### Wiring heat map, run 1

26 x 26 tiles, from dark blue (low) to red (high), scaled to the fullest tile. Values are wire area over tile area, all layers added.
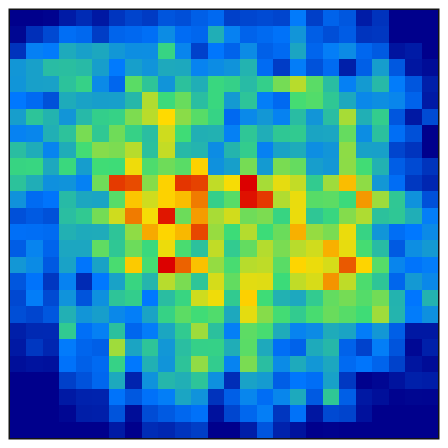
### Clock network drawn from the DEF, run 1

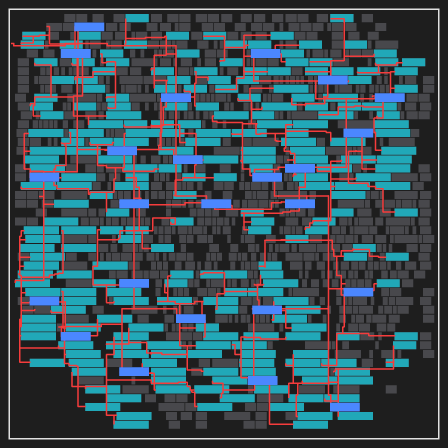
### Cell sizes after repair, run 1

Bar = 50 um.
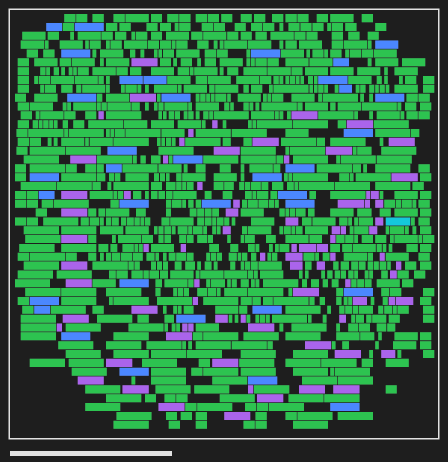
--- config.mk ---
export PLATFORM = sky130hd
export DESIGN_NAME = pc_unit
export DESIGN_NICKNAME = d
export VERILOG_FILES = /design/src/rtl/pc_unit.sv
export SDC_FILE = /design/constraint.sdc
export NUM_CORES = 1
export LEC_CHECK = 0
export CORE_MARGIN = 1
export CORE_UTILIZATION = 59
export DETAILED_ROUTE_END_ITERATION = 6
export GPL_TIMING_DRIVEN = 0
export PLACE_DENSITY = 0.85
export SYNTH_ARGS = -nofsm -noshare
export SYNTH_HDL_FRONTEND = slang
export SYNTH_SLANG_ARGS = --single-unit
--- constraint.sdc ---
create_clock -name clk -period 11.6 [get_ports clk]
set_clock_uncertainty 0.05 [all_clocks]
set_input_delay 1.16 -clock clk [delete_from_list [all_inputs] [get_ports clk]]
set_output_delay 1.16 -clock clk [all_outputs]
set_load 0.1 [all_outputs]
--- src/rtl/pc_unit.sv ---
// Program counter with phase-sequenced update, trap/return/branch selection
// and a circular return-address stack that overwrites its oldest entry when full.
module pc_unit #(
  parameter int             W         = 32,
  parameter logic [W-1:0]   RESET_VEC = '0,
  parameter logic [W-1:0]   TRAP_VEC  = W'(32'h80),
  parameter int             RAS_DEPTH = 4
) (
  input  logic         clk,
  input  logic         n_rst,
  input  logic [4:0]   phase,
  input  logic         stall,
  input  logic         ct_taken,
  input  logic [W-1:0] ct_target,
  input  logic         call,
  input  logic         ret,
  input  logic         trap,
  output logic [W-1:0] pc,
  output logic [W-1:0] ipc,
  output logic [W-1:0] epc,
  output logic         ras_empty,
  output logic         ras_full,
  output logic         ras_err,
  output logic         misalign,
  output logic         phase_err
);

  localparam int            AW       = $clog2(RAS_DEPTH);
  localparam int            CW       = AW + 1;
  localparam logic [CW-1:0] FULL_CNT = CW'(RAS_DEPTH);

  logic [W-1:0]  ras_mem [RAS_DEPTH];
  logic [AW-1:0] sp_reg, sp_next;        // sp_reg points at the next free slot
  logic [CW-1:0] count_reg, count_next;
  logic [W-1:0]  pc_reg, pc_next;
  logic [W-1:0]  ipc_reg, ipc_next;
  logic [W-1:0]  epc_reg, epc_next;
  logic          empty_reg, empty_next;
  logic          full_reg, full_next;
  logic          ras_err_reg, ras_err_next;
  logic          misalign_reg, misalign_next;
  logic          phase_err_reg, phase_err_next;
  logic          push;
  logic [W-1:0]  top;
  logic          tgt_bad;

  assign top     = ras_mem[sp_reg - AW'(1)];
  assign tgt_bad = (ct_target[1:0] != 2'b00);

  always_comb begin
    pc_next        = pc_reg;
    ipc_next       = ipc_reg;
    epc_next       = epc_reg;
    sp_next        = sp_reg;
    count_next     = count_reg;
    ras_err_next   = ras_err_reg;
    misalign_next  = misalign_reg;
    phase_err_next = phase_err_reg;
    push           = 1'b0;

    if (!stall) begin
      if (!$onehot(phase)) begin
        phase_err_next = 1'b1;
      end else if (phase[0]) begin
        ipc_next = pc_reg;
        pc_next  = pc_reg + W'(4);
      end else if (phase[4]) begin
        if (trap) begin
          pc_next  = TRAP_VEC;
          epc_next = ipc_reg;
        end else if (ret) begin
          if (count_reg != '0) begin
            pc_next    = top;
            sp_next    = sp_reg - AW'(1);
            count_next = count_reg - CW'(1);
          end else if (tgt_bad) begin
            pc_next       = TRAP_VEC;
            epc_next      = ipc_reg;
            misalign_next = 1'b1;
          end else begin
            pc_next      = ct_target;
            ras_err_next = 1'b1;
          end
        end else if (ct_taken) begin
          if (tgt_bad) begin
            pc_next       = TRAP_VEC;
            epc_next      = ipc_reg;
            misalign_next = 1'b1;
          end else begin
            pc_next = ct_target;
            if (call) begin
              // Full stack: the slot written next is the oldest one, so count saturates.
              push    = 1'b1;
              sp_next = sp_reg + AW'(1);
              if (count_reg != FULL_CNT) count_next = count_reg + CW'(1);
            end
          end
        end
      end
    end

    empty_next = (count_next == '0);
    full_next  = (count_next == FULL_CNT);
  end

  always_ff @(posedge clk) begin
    if (!n_rst) begin
      pc_reg        <= RESET_VEC;
      ipc_reg       <= RESET_VEC;
      epc_reg       <= '0;
      sp_reg        <= '0;
      count_reg     <= '0;
      empty_reg     <= 1'b1;
      full_reg      <= 1'b0;
      ras_err_reg   <= 1'b0;
      misalign_reg  <= 1'b0;
      phase_err_reg <= 1'b0;
    end else begin
      pc_reg        <= pc_next;
      ipc_reg       <= ipc_next;
      epc_reg       <= epc_next;
      sp_reg        <= sp_next;
      count_reg     <= count_next;
      empty_reg     <= empty_next;
      full_reg      <= full_next;
      ras_err_reg   <= ras_err_next;
      misalign_reg  <= misalign_next;
      phase_err_reg <= phase_err_next;
    end
  end

  // The link is the pre-edge pc; a push coinciding with reset is dropped.
  always_ff @(posedge clk) begin
    if (n_rst && push) ras_mem[sp_reg] <= pc_reg;
  end

  assign pc        = pc_reg;
  assign ipc       = ipc_reg;
  assign epc       = epc_reg;
  assign ras_empty = empty_reg;
  assign ras_full  = full_reg;
  assign ras_err   = ras_err_reg;
  assign misalign  = misalign_reg;
  assign phase_err = phase_err_reg;

endmodule

==> notes.md, run 1 <==
impl run done, here's what came out: status=complete, no violations, Port-buffer cells=143, cts hold-fix bufs=0, P_int=0.00134 W, initial antenna violation count=0, clock-pin slew on the worst setup and hold paths=60 ps, Layout Nets=1,032, Die Ht=132 um, r2r worst-path depth=10, final antenna-violating net count=0, via count=7,751, M1 wire length=10,300 um, FF+latch area=0.00597 mm2, Max Cap Viol=0, first-pass GRT wire length=41,800 um, Final min period=4940 ps, most used routing layer=met2, top power consumer group=registers, Top class by area=sequential cells, clk root buf=clkbuf_16, met2 GRT Util=0.509, power share of the combinational group=0.053, share of post-route cells with drive strength above 1=0.117, CTS buffer count=24, comb area leader=simple AND/OR/NAND/NOR gates, most used logic cell in the final layout=clkdlybuf4s50_1, mean routed wirelength per cell=22.3 um, clock-cell share of area=0.0625, hold depth=2, H-tree Lvls=1, DP Area=0.0116 mm2, clk_lat worst skew=520 ps, crit path capture type=flip-flop, Async SR Flop Fraction=0, Clock power frac=0.439, post-route DRC violation count=0, pin count of the biggest net entering global routing=33, Row Count=47, CP Buf/Inv Count=3, Clock group=0.000755 W, Placed Cells=1,171, worst path cell trace=clkdlybuf4s50_1 > fa_1 > inv_1 > fa_1 > inv_1 > ha_1 > nor4_4 > nand3_2 > nor3_1 > and2_2, Area Overhead vs Synth=25.1%, Slew HR=0.326, RSZ-0062 raised after global routing=false, Reg-to-Reg End=pc[18], number of flip-flops in the largest register=128, CTS tree=yes, fraction of area in multi-input gates=0.294, synthesis area per yosys=0.00992 mm2, sequential share of power=0.508, DR WL met2=13,000 um, switch share=0.219, Largest delay share family, worst path=simple AND/OR/NAND/NOR gates, sequential power=0.000874 W, Pre-Repair DR Iteration Count=5, largest area contributor in the netlist=edfxtp_1, Synth mux share=0.110, Die Span X=132 um, Critical Path RT=11,680 ps, Clock Tree Buf Depth=3, bufs w/o clock=193, Cell area leaders=edfxtp_1 (39%), dfxtp_1 (21%), mux4_2 (7.3%), flop count=234, sequential area share after synthesis=0.601, Post-CTS Setup Repair Bufs=0, Net Switching=0.000377 W, XORs/XNORs by Area=0.00353, nature of the critical path startpoint=input port, ANT cells=0, Tap Count=220, Place WS=6160 ps, final worst path period share=0.425, hold path endpoint=ipc[23], beginning of the worst register-to-register path=sp_reg[0], GR Util All Layers=0.313, Signal buf overhead=0.137, Post-Synth AOI/OAI Area=0.110, Num Clock Sinks=234, final setup margin=6660 ps, Syn Inst Count=808, Yosys cell types=74, Post-Layout Cell Count=1,215, FP Util=0.601, post-cts sizing count=0, routability cong.=0.939, YS warnings=0, final setup fails=0, Worst Hold Launch=ipc[23], most frequent cells in the layout=clkdlybuf4s50_1 (143), edfxtp_1 (128), nand2_1 (119), dfxtp_1 (106), a21oi_1 (57)
-- 'Wiring heat map' (at the start) --
nearly empty tiles	7.4%
densest ninth of the die	middle
mean over tiles	0.27
fullest tile	0.76
emptiest ninth of the die	bottom left

-- 'Clock network drawn from the DEF' (at the start) --
[blue] clock drivers | count: 24
[cyan] flip-flops | count: 234
[red] clock wires | length: 2,610 um
routed clock nets	25
flops lie	all over the die

-- 'Cell sizes after repair' (at the start) --
colour	size	cells	share
blue	_6 and larger	35	3.5%
green	_0 and _1 cells	879	88%
cyan	_3 and _4 cells	1	0.10%
purple	_2 cells	80	8.0%

--- run 2 (diff from run 1) ---
--- a/config.mk
+++ b/config.mk
@@ -6,10 +6,10 @@
 export NUM_CORES = 1
 export LEC_CHECK = 0
 export CORE_MARGIN = 1
-export CORE_UTILIZATION = 59
+export CORE_UTILIZATION = 49
 export DETAILED_ROUTE_END_ITERATION = 6
 export GPL_TIMING_DRIVEN = 0
-export PLACE_DENSITY = 0.85
+export PLACE_DENSITY = 0.75
 export SYNTH_ARGS = -nofsm -noshare
 export SYNTH_HDL_FRONTEND = slang
 export SYNTH_SLANG_ARGS = --single-unit
==> constraint.sdc (replaced) <==
create_clock -name clk -period 4.47 [get_ports clk]
set_clock_uncertainty 0.05 [all_clocks]
set_input_delay 0.447 -clock clk [delete_from_list [all_inputs] [get_ports clk]]
set_output_delay 0.447 -clock clk [all_outputs]
set_load 0.1 [all_outputs]
==> run 2 against run 1 <==
Cell count up 3.7%. Sequential share of layout area down 0.053 points. Combinational power rose to 2.6 times the previous value.
==> notes.md, run 2 <==
impl run done, here's what came out: r2r worst-path depth=9, Mapped Nets=863, Final Hold Viols=0, hold path endpoint=phase_err, sequential power=0.00227 W, CTS buffer count=24, # IOs=145, YS warnings=0, Design Area, Final=0.0124 mm2, post-cts sizing count=0, DP Area=0.0117 mm2, sequential share of power=0.518, worst path cell trace=clkdlybuf4s50_1 > fa_1 > inv_1 > fa_1 > inv_1 > ha_1 > nor4_4 > nand3_2 > nor3_1 > and2_2, Yosys cell types=74, Row Count=51, clock-cell share of area=0.0590, most used routing layer=met2, Post-Layout Cell Count=1,260, Reg-to-Reg End=pc[24], ANT cells=0, initial antenna violation count=0, Commonest cells post-synth=edfxtp_1 (128), nand2_1 (119), dfxtp_1 (106), first-pass GRT wire length=40,000 um, Clock power frac=0.429, mean routed wirelength per cell=20.9 um, number of flip-flops in the largest register=128, flop count=234, share of post-route cells with drive strength above 1=0.109, setup TNS=0 ps, XORs/XNORs by Area=0.00353, H-tree Lvls=1, nature of the critical path startpoint=input port, switch share=0.216, Tap Count=265, FP Util=0.505, DR WL met2=12,500 um, flop share of the area=0.480, Signal buf overhead=0.137, final worst path period share=0.937, clk root buf=clkbuf_16, met2 GRT Util=0.414, most frequent cells in the layout=clkdlybuf4s50_1 (143), edfxtp_1 (128), nand2_1 (119), dfxtp_1 (106), a21oi_1 (57), beginning of the worst register-to-register path=sp_reg[0], Async SR Flop Fraction=0, final antenna-violating net count=0, Die Span X=144 um, Slew HR=0.320, Synth Area in Simple Gates=0.128, Crit path arrival time=4270 ps, Num Clock Sinks=234, GR Util All Layers=0.258, Post-CTS Setup Repair Bufs=0, post-DP HPWL=18,000 um, most used logic cell in the final layout=clkdlybuf4s50_1, P_int=0.00343 W, fraction of area in multi-input gates=0.294, worst hold path type=reg2reg, pin count of the biggest net entering global routing=33, largest area contributor in the netlist=edfxtp_1, M1 wire length=11,000 um, hold depth=2, gr ovfl total=0, Cell area leaders=edfxtp_1 (39%), dfxtp_1 (21%), mux4_2 (7.3%), Layout Nets=1,032, Worst Hold Launch=phase_err, Syn Inst Count=808, Synth mux share=0.110, clk_lat worst skew=520 ps, clock-pin slew on the worst setup and hold paths=60 ps, comb area leader=simple AND/OR/NAND/NOR gates, status=complete, no violations, sequential area share after synthesis=0.601, Critical Path RT=4550 ps, CP Buf/Inv Count=3, final setup margin=280 ps, cts hold-fix bufs=0, Largest delay share family, worst path=simple AND/OR/NAND/NOR gates, power share of the combinational group=0.053, Top class by area=sequential cells, Max Cap Viol=0, R2R setup slack=860 ps, post-route DRC violation count=0, Pre-Repair DR Iteration Count=5, bufs w/o clock=193, Clock group=0.00188 W, Net Switching=0.000948 W, Port-buffer cells=143, routability cong.=0.919, Clock Tree Buf Depth=3, final setup fails=0, RSZ-0062 raised after global routing=false, crit path capture type=flip-flop, FF+latch area=0.00597 mm2, Place WS=-229 ps, Area Overhead vs Synth=25.2%, via count=7,446, CTS tree=yes, Final min period=4190 ps, synthesis area per yosys=0.00992 mm2, Placed Cells=1,216, Die Ht=144 um, top power consumer group=registers, count leader, synth=edfxtp_1, Post-Synth AOI/OAI Area=0.110
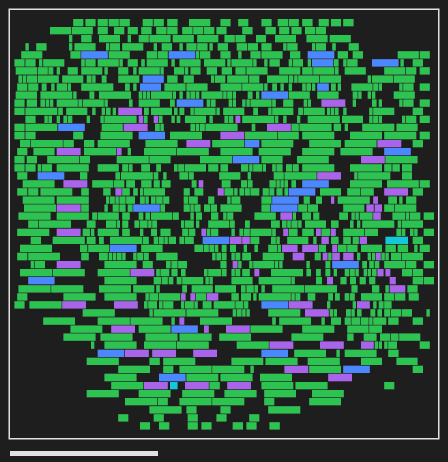
*Cell sizes after repair, run 2*
Bar = 50 um.
colour	size	cells	share
blue	_6 and larger	31	3.1%
purple	_2 cells	75	7.5%
cyan	_3 and _4 cells	2	0.20%
green	_0 and _1 cells	887	89%

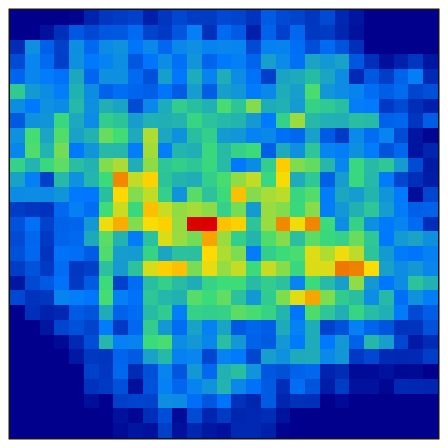
*Wiring heat map, run 2*
29 x 29 tiles, from dark blue (low) to red (high), scaled to the fullest tile. Values are wire area over tile area, all layers added.
emptiest ninth of the die	bottom left
mean over tiles	0.21
nearly empty tiles	11%

--- run 3 (diff from run 2) ---
--- a/config.mk
+++ b/config.mk
@@ -6,10 +6,12 @@
 export NUM_CORES = 1
 export LEC_CHECK = 0
 export CORE_MARGIN = 1
-export CORE_UTILIZATION = 49
+export CORE_UTILIZATION = 51
+export CTS_BUF_LIST = sky130_fd_sc_hd__clkbuf_8
+export CTS_CLUSTER_DIAMETER = 80
 export DETAILED_ROUTE_END_ITERATION = 6
 export GPL_TIMING_DRIVEN = 0
-export PLACE_DENSITY = 0.75
+export PLACE_DENSITY = 0.78
 export SYNTH_ARGS = -nofsm -noshare
 export SYNTH_HDL_FRONTEND = slang
 export SYNTH_SLANG_ARGS = --single-unit
==> run 3 against run 2 <==
Clock-buffer cell count fell by 2. First-iteration DRC count rose by 11%. Register-to-register slack barely moved. Synthesized cell count did not move. Flip-flop count did not move. Worst setup slack got worse by 63 ps. Cell area fell by 0.47%. Sequential share of layout area rose by 0.23 points. Combinational power barely moved. Largest power group unchanged.
==> notes.md, run 3 <==
impl run done, here's what came out: Clock Tree Buf Depth=3, Tap Count=260, most frequent cells in the layout=clkdlybuf4s50_1 (143), edfxtp_1 (128), nand2_1 (119), dfxtp_1 (106), a21oi_1 (57), Die Ht=142 um, final setup margin=216 ps, Synth Area in Simple Gates=0.128, Largest delay share family, worst path=simple AND/OR/NAND/NOR gates, routability cong.=0.935, M1 wire length=10,700 um, crit path capture type=flip-flop, Commonest cells post-synth=edfxtp_1 (128), nand2_1 (119), dfxtp_1 (106), cts hold-fix bufs=0, ANT cells=1, fraction of area in multi-input gates=0.295, Row Count=50, status=complete, no violations, sequential area share after synthesis=0.601, Num Clock Sinks=234, Critical Path RT=4540 ps, final setup fails=0, CP Buf/Inv Count=3, most used routing layer=met2, Final Hold Viols=0, mean routed wirelength per cell=20.6 um, DP Area=0.0117 mm2, XORs/XNORs by Area=0.00353, Net Switching=0.000975 W, bufs w/o clock=193, CTS tree=yes, Placed Cells=1,211, clock-cell share of area=0.0548, gr ovfl total=0, first-pass GRT wire length=40,100 um, Reg-to-Reg End=pc[24], Post-Synth AOI/OAI Area=0.110, Post-Layout Cell Count=1,280, sequential share of power=0.546, via count=7,583, Slew HR=0.316, Yosys cell types=74, Max Cap Viol=0, Mapped Nets=863, beginning of the worst register-to-register path=sp_reg[0], Crit path arrival time=4330 ps, Die Span X=142 um, final worst path period share=0.952, top power consumer group=registers, power share of the combinational group=0.056, RSZ-0062 raised after global routing=false, Place WS=-305 ps, worst hold path type=reg2reg, setup TNS=0 ps, Async SR Flop Fraction=0, Clock group=0.00166 W, met2 GRT Util=0.435, post-DP HPWL=18,000 um, nature of the critical path startpoint=input port, worst path cell trace=clkdlybuf4s50_1 > fa_1 > inv_1 > fa_1 > inv_1 > ha_1 > nor4_4 > nand3_2 > nor3_1 > and2_2, number of flip-flops in the largest register=128, YS warnings=0, P_int=0.00318 W, Top class by area=sequential cells, Layout Nets=1,046, post-route DRC violation count=0, switch share=0.234, CTS buffer count=38, Signal buf overhead=0.137, synthesis area per yosys=0.00992 mm2, clk_lat worst skew=520 ps, H-tree Lvls=2, initial antenna violation count=1, GR Util All Layers=0.265, Design Area, Final=0.0124 mm2, r2r worst-path depth=9, Post-CTS Setup Repair Bufs=0, FP Util=0.525, Syn Inst Count=808, comb area leader=simple AND/OR/NAND/NOR gates, post-cts sizing count=0, Area Overhead vs Synth=24.6%, hold path endpoint=ras_err
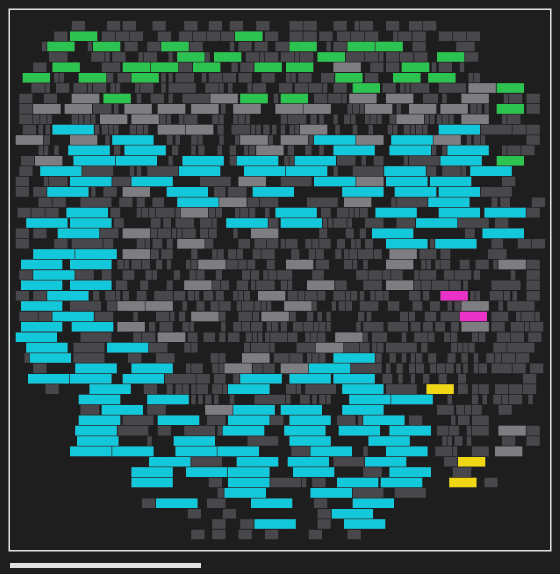
*Sequential cells coloured by netlist name, run 3*
Bar = 50 um. Other sequential cells in the stronger grey, the rest of the logic in the fainter grey.
colour	netlist name	flops
magenta	sp_reg	2
green	epc	32
yellow	count_reg	3
cyan	ras_mem	128

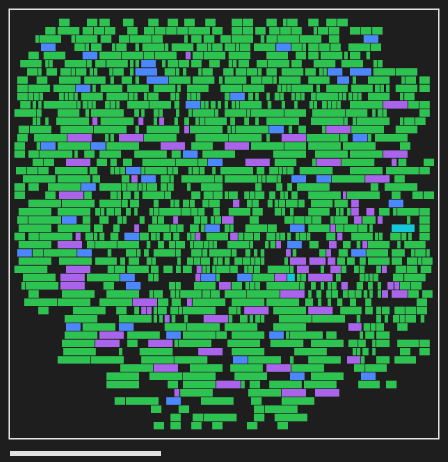
*Cell sizes after repair, run 3*
Bar = 50 um.
colour	size	cells	share
blue	_6 and larger	45	4.4%
purple	_2 cells	81	7.9%
cyan	_3 and _4 cells	2	0.20%
green	_0 and _1 cells	891	87%

Power figures rest on the tool's default switching activity, not on a simulated workload.
